**Supply network**

Pins as bars on the die edge.
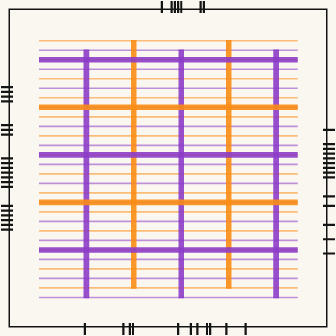
**Placed cells, one colour a class**

Scale bar: 20 µm.
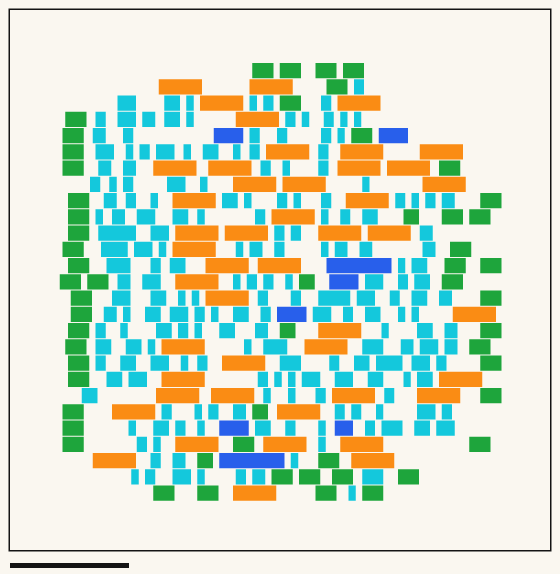
### config.mk
export PLATFORM = sky130hd
export DESIGN_NAME = filt_ppi_requant
export DESIGN_NICKNAME = d
export VERILOG_FILES = /design/src/rtl/filt_ppi_requant.sv
export SDC_FILE = /design/constraint.sdc
export NUM_CORES = 1
export LEC_CHECK = 0
export CAP_MARGIN = 15
export CELL_PAD_IN_SITES_DETAIL_PLACEMENT = 1
export CELL_PAD_IN_SITES_GLOBAL_PLACEMENT = 1
export CORE_MARGIN = 8
export CORE_UTILIZATION = 39
export DETAILED_ROUTE_END_ITERATION = 8
export PLACE_DENSITY = 0.84
export SLEW_MARGIN = 20
export SYNTH_ARGS = -nofsm -noshare
export SYNTH_HDL_FRONTEND = slang
export SYNTH_SLANG_ARGS = --single-unit
### constraint.sdc
create_clock -name i_clk -period 3.32 [get_ports i_clk]
set_input_delay 0.83 -clock i_clk [delete_from_list [all_inputs] [get_ports i_clk]]
set_output_delay 0.83 -clock i_clk [all_outputs]
set_load 0.02 [all_outputs]
### src/rtl/filt_ppi_requant.sv
// Output requantizer for the polyphase interpolator: arithmetic right shift with
// optional convergent rounding, saturation to the output word, polyphase index
// tagging, slow-clock strobe regeneration and saturation statistics.
// Two-stage pipeline (round, saturate); every state element advances only when i_ena=1.
module filt_ppi_requant #(
    parameter int gp_idata_width          = 20,
    parameter int gp_odata_width          = 12,
    parameter int gp_shift                = 6,
    parameter int gp_rnd_mode             = 1,
    parameter int gp_interpolation_factor = 4,
    parameter int gp_phase_width          = 2,
    parameter int gp_satcnt_width         = 8
) (
    input  logic                              i_clk,
    input  logic                              i_rst,
    input  logic                              i_ena,
    input  logic                              i_valid,
    input  logic                              i_sync,
    input  logic                              i_clr_flags,
    input  logic signed [gp_idata_width-1:0]  i_data,
    output logic signed [gp_odata_width-1:0]  o_data,
    output logic                              o_valid,
    output logic        [gp_phase_width-1:0]  o_phase,
    output logic                              o_sclk,
    output logic                              o_sat,
    output logic                              o_sat_sticky,
    output logic        [gp_satcnt_width-1:0] o_sat_cnt
);

    // Rounded value carries one extra MSB so the +1 increment can never wrap.
    localparam int W1 = gp_idata_width - gp_shift + 1;

    localparam int unsigned PH_LAST_I = gp_interpolation_factor - 1;
    localparam logic [gp_phase_width-1:0] PH_LAST  = PH_LAST_I[gp_phase_width-1:0];
    localparam logic [gp_phase_width-1:0] PH_AFTER_SYNC =
        (gp_interpolation_factor == 1) ? '0 : {{(gp_phase_width-1){1'b0}}, 1'b1};

    localparam logic [gp_odata_width-1:0] SAT_MAX = {1'b0, {(gp_odata_width-1){1'b1}}};
    localparam logic [gp_odata_width-1:0] SAT_MIN = {1'b1, {(gp_odata_width-1){1'b0}}};

    logic signed [W1-1:0]              rnd_val;
    logic        [gp_phase_width-1:0]  ph_cnt;
    logic        [gp_phase_width-1:0]  ph_next;
    logic        [gp_phase_width-1:0]  ph_tag;

    logic signed [W1-1:0]              s1_data;
    logic                              s1_valid;
    logic        [gp_phase_width-1:0]  s1_phase;

    logic        [gp_odata_width-1:0]  sat_val;
    logic                              ovf;
    logic                              sat_evt;

    generate
        if (gp_shift == 0) begin : g_noshift
            // No LSBs discarded: pass through sign-extended, rounding bypassed.
            always_comb rnd_val = {i_data[gp_idata_width-1], i_data};
        end else begin : g_shift
            localparam int unsigned HALF_I = 1 << (gp_shift - 1);
            localparam logic [gp_shift-1:0] HALF = HALF_I[gp_shift-1:0];

            logic signed [W1-1:0]  kept;
            logic [gp_shift-1:0]   frac;
            logic                  inc;

            // Arithmetic shift plus round-half-even increment (or plain floor).
            always_comb begin
                kept = {{2{i_data[gp_idata_width-1]}}, i_data[gp_idata_width-1:gp_shift]};
                frac = i_data[gp_shift-1:0];
                inc  = 1'b0;
                if (gp_rnd_mode == 1) begin
                    if ((frac > HALF) || ((frac == HALF) && kept[0]))
                        inc = 1'b1;
                end
                rnd_val = kept + {{(W1-1){1'b0}}, inc};
            end
        end
    endgenerate

    // Phase tag for the incoming sample and the counter value after accepting it.
    always_comb begin
        ph_tag  = i_sync ? '0 : ph_cnt;
        ph_next = '0;
        if (i_sync)
            ph_next = PH_AFTER_SYNC;
        else if (ph_cnt != PH_LAST)
            ph_next = ph_cnt + 1'b1;
    end

    // Stage 1: register rounded sample, its phase tag, and advance the phase counter.
    always_ff @(posedge i_clk) begin
        if (i_rst) begin
            s1_valid <= 1'b0;
            s1_data  <= '0;
            s1_phase <= '0;
            ph_cnt   <= '0;
        end else if (i_ena) begin
            s1_valid <= i_valid;
            if (i_valid) begin
                s1_data  <= rnd_val;
                s1_phase <= ph_tag;
                ph_cnt   <= ph_next;
            end
        end
    end

    // Overflow when the bits above the output sign bit are not all sign copies.
    always_comb begin
        ovf     = !((&s1_data[W1-1:gp_odata_width-1]) || !(|s1_data[W1-1:gp_odata_width-1]));
        sat_val = s1_data[gp_odata_width-1:0];
        if (ovf)
            sat_val = s1_data[W1-1] ? SAT_MIN : SAT_MAX;
        sat_evt = s1_valid && ovf;
    end

    // Stage 2: saturated output register; data and phase hold across bubbles.
    always_ff @(posedge i_clk) begin
        if (i_rst) begin
            o_data  <= '0;
            o_valid <= 1'b0;
            o_phase <= '0;
            o_sclk  <= 1'b0;
            o_sat   <= 1'b0;
        end else if (i_ena) begin
            o_valid <= s1_valid;
            o_sat   <= sat_evt;
            o_sclk  <= s1_valid && (s1_phase == '0);
            if (s1_valid) begin
                o_data  <= sat_val;
                o_phase <= s1_phase;
            end
        end
    end

    // Saturation statistics, updated with the clipped sample entering the output
    // register so a clear in that same cycle still records the event.
    always_ff @(posedge i_clk) begin
        if (i_rst) begin
            o_sat_sticky <= 1'b0;
            o_sat_cnt    <= '0;
        end else if (i_ena) begin
            if (i_clr_flags) begin
                o_sat_sticky <= sat_evt;
                o_sat_cnt    <= {{(gp_satcnt_width-1){1'b0}}, sat_evt};
            end else if (sat_evt) begin
                o_sat_sticky <= 1'b1;
                if (o_sat_cnt != '1)
                    o_sat_cnt <= o_sat_cnt + 1'b1;
            end
        end
    end

endmodule

==> Slide: Implementation Results <==
Run Summary

Cells and area
  • Number of fill cells: 641
  • Top cell excl fill/tap: clkdlybuf4s50_1
  • ANT cells: 0
  • Nets: 333
  • Post-Layout Cell Count: 378
  • Post-route cell area: 2860 µm²
  • Ratio of cells with drive above 1 in the final layout: 6.21%
  • Top logic cells by instance count in the layout: 51 x clkdlybuf4s50_1, 46 x dfxtp_1, 29 x nor2_1, 26 x a21oi_1, 22 x nand2_1
  • Area Growth Syn to Fin: 32.6%

Power and ir drop
  • Internal power: 0.948 mW
  • Sw Share: 24.0%
  • Seq pwr share: 47.2%
  • Combinational Power Share: 12.7%
  • Seq group: 0.589 mW
  • Leak: 0.936 nW
  • Comb. pwr: 0.159 mW
  • Clock group: 0.500 mW
  • Net switching power: 0.299 mW
  • Top Consumer: registers
  • Power density over the cells: 436 nW/µm²
  • Clock share of power: 40.1%
  • Max IR drop VDD: 193 µV

Critical path
  • Most frequent CP cell: nand3_1
  • CP peak stage delay: 0.55 ns
  • R2R cell count: 4
  • Crit path DRT: 3.52 ns
  • Family with the most delay on the worst path: simple AND/OR/NAND/NOR gates
  • Critical path fanouts, max: 7
  • Cell Chain, Critical Path: clkdlybuf4s50_1, and2_1, ha_1, nand3_1, or4_1, nand3_1, a21oi_1
  • Arrival time worst endpoint: 2.64 ns
  • Worst Setup End Kind: flop
  • Critical path depth: 7
  • Crit Path Category: in2reg
  • Crit path max-delay cell type: clkdlybuf4s50_1
  • Crit path launch type: input pin
  • Buf/Inv on CP: 1

Yosys
  • Post-synth regs: 46
  • Nets at Floorplan: 285
  • Multiplexer share: 0.928%
  • Mapped Area: 2160 µm²
  • Yosys warning total: 0
  • Compound-Gate Fraction of Synth Area: 18.6%
  • Synth Seq Share: 42.7%
  • Simple-gate portion of the synthesized area: 29.4%
  • Synth Area in Adders: 1.16%
  • Leading area contributor after synthesis: dfxtp_1
  • Ys cells: 257
  • Synth Instances: 257
  • Post-Synth XOR/XNOR Area: 3.25%
  • Ys async rst share: 0%
  • EDFF count, synth: 0
  • Logic family by area: simple AND/OR/NAND/NOR gates
  • Summed standard-cell area reported by yosys: 2160 µm²
  • Top post-synthesis cells by count: 46 x dfxtp_1, 29 x nor2_1, 26 x a21oi_1
  • Synthesized area per cell: 8.40 µm²
  • Main area contributors: dfxtp_1 43%, a21oi_1 6.0%, nor2_1 5.0%
  • Most instantiated library cell after synthesis: dfxtp_1
  • Unique cell types: 46
  • Synth Flop Type: dfxtp_1
  • Top cell area share: 42.7%

Clock tree
  • Cts hold-fix bufs: 0
  • Clock transition at the registers of the reported paths: 0.09 ns
  • Clock Path Buffers: 2
  • Insertion Delay late pin: 0.31 ns
  • Setup bufs post-CTS: 0
  • CTS tree: done
  • Cts bufs inserted: 5
  • PostCTS Resize Cnt: 0
  • CTS sink count: 46
  • Root Buffer: clkbuf_8
  • Htree depth: 2

Outcome
  • Status: completed

Run
  • Log Warnings: 26
  • Max cap viols: 0

Floorplanning
  • Die area: 8170 µm²
  • Initial Util: 39.7%
  • Core Box Area: 5440 µm²
  • I/O pin total: 52
  • Cell Rows: 27

Hold path
  • Hold WC Path Type: reg2reg
  • Worst hold stages: 2

Timing
  • Slew Limit Fails: 0
  • Tcrit/Tclk final: 73.5%
  • Unrepaired setup endpoints after global routing: no
  • Max Freq: 0.410 GHz
  • Slew @ Worst Pin: 0.828 ns
  • Min cycle time layout: 2.44 ns
  • Setup TNS: 0 ns
  • Clock Skews: 0.00513 ns
  • Rel. slew slack: 44.6%
  • Final tally of setup violations: 0
  • Fin Hold WS: 0.464 ns
  • Endpoints failing hold: 0

Detailed routing
  • Antenna-violating nets left: 0
  • DRT Pass-1 Iters: 4
  • Detailed-route via count: 2,084
  • Residual DRC: 0
  • DR WL/cell: 15.6 µm
  • Final wirelength: 5910 µm
  • Initial drt markers: 100
  • Drt via density: 5.51

Placed design
  • DPL Wire Length: 4430 µm
  • Placed Cells: 370
  • Gp weighted congestion: 0.836
  • Area after DPL: 2730 µm²
  • # port buffers: 51

Global routing
  • Vias in the first global route: 2,112
  • First-pass GRT wire length: 10,100 µm
  • Gr usage total: 14.6%
  • Largest net degree at the start of global routing: 32
  • Grt ovf: 0
  • Antenna violations before repair: 0
## Picture notes: 'supply network'
orange -> VDD
purple -> VSS
met4 straps = 5
rows = 27
met5 straps = 5
met1 rails = 28
Horiz. Die Dim: 90.4 µm
Die H: 90.4 µm

## Picture notes: 'placed cells, one colour a class'
orange -> registers  # cells 46, share of their area 33%
cyan -> remaining logic cells  # cells 196, share of their area 42%
green -> remaining buffers and delay cells  # cells 56, share of their area 20%
blue -> clock drivers and dummy loads  # cells 8, share of their area 5.0%

==> worst paths after layout <==
check | startpoint | endpoint | slack [ns]
setup / recovery | i_data[6] | s1_data[14]$_SDFFE_PP0P_ | 0.88
hold / removal | o_sat_sticky$_SDFFE_PP0P_ | o_sat_sticky$_SDFFE_PP0P_ | 0.46
setup reg to reg | s1_data[14]$_SDFFE_PP0P_ | o_data[4]$_SDFFE_PP0P_ | 1.58
hold reg to reg | o_sat_sticky$_SDFFE_PP0P_ | o_sat_sticky$_SDFFE_PP0P_ | 0.46
==> flip-flops by register name, indices dropped and copies added, names as in the netlist <==
signal / count
o_sat_sticky: 1
o_valid: 1
o_data: 12
s1_data: 15
s1_valid: 1
ph_cnt: 2
o_sclk: 1
o_sat_cnt: 8
s1_phase: 2
o_phase: 2
o_sat: 1
==> layer usage <==
metal  GRT usage, %  up-vias  routed length, µm
met2           24.4       48               2860
met3           3.82       12                232
met4           6.38        0                112
li1               -     1034                  -
met1           17.1      990               2710
met5              0        -                  0
==> per-stage QoR <==
stage	power [mW]	setup slack [ns]	util, %
2_1_floorplan	0.684	1.29	-
3_3_place_gp	0.755	0.622	50.1
3_5_place_dp	0.760	0.553	50.1
4_1_cts	1.26	0.889	52.6
5_1_grt	1.30	0.767	52.6
6_report	1.25	0.878	52.6
==> cell type report <==
cell class	instances	area, µm²	share of cell area (%)
Multi-Input combinational cell	192	1150	40.2
Inverter	4	15.0	0.524
Tap cell	72	90.1	3.15
Clock buffer	5	68.8	2.40
Sequential cell	46	921	32.2
Timing Repair Buffer	56	548	19.1
Clock inverter	3	68.8	2.40
==> worst min-delay path, cell delays in order, from the launching register on <==
cell and delay [ns]:
dfxtp_1 0.32, nand2_1 0.05, a21oi_1 0.05
Power figures rest on the tool's default switching activity, not on a simulated workload.
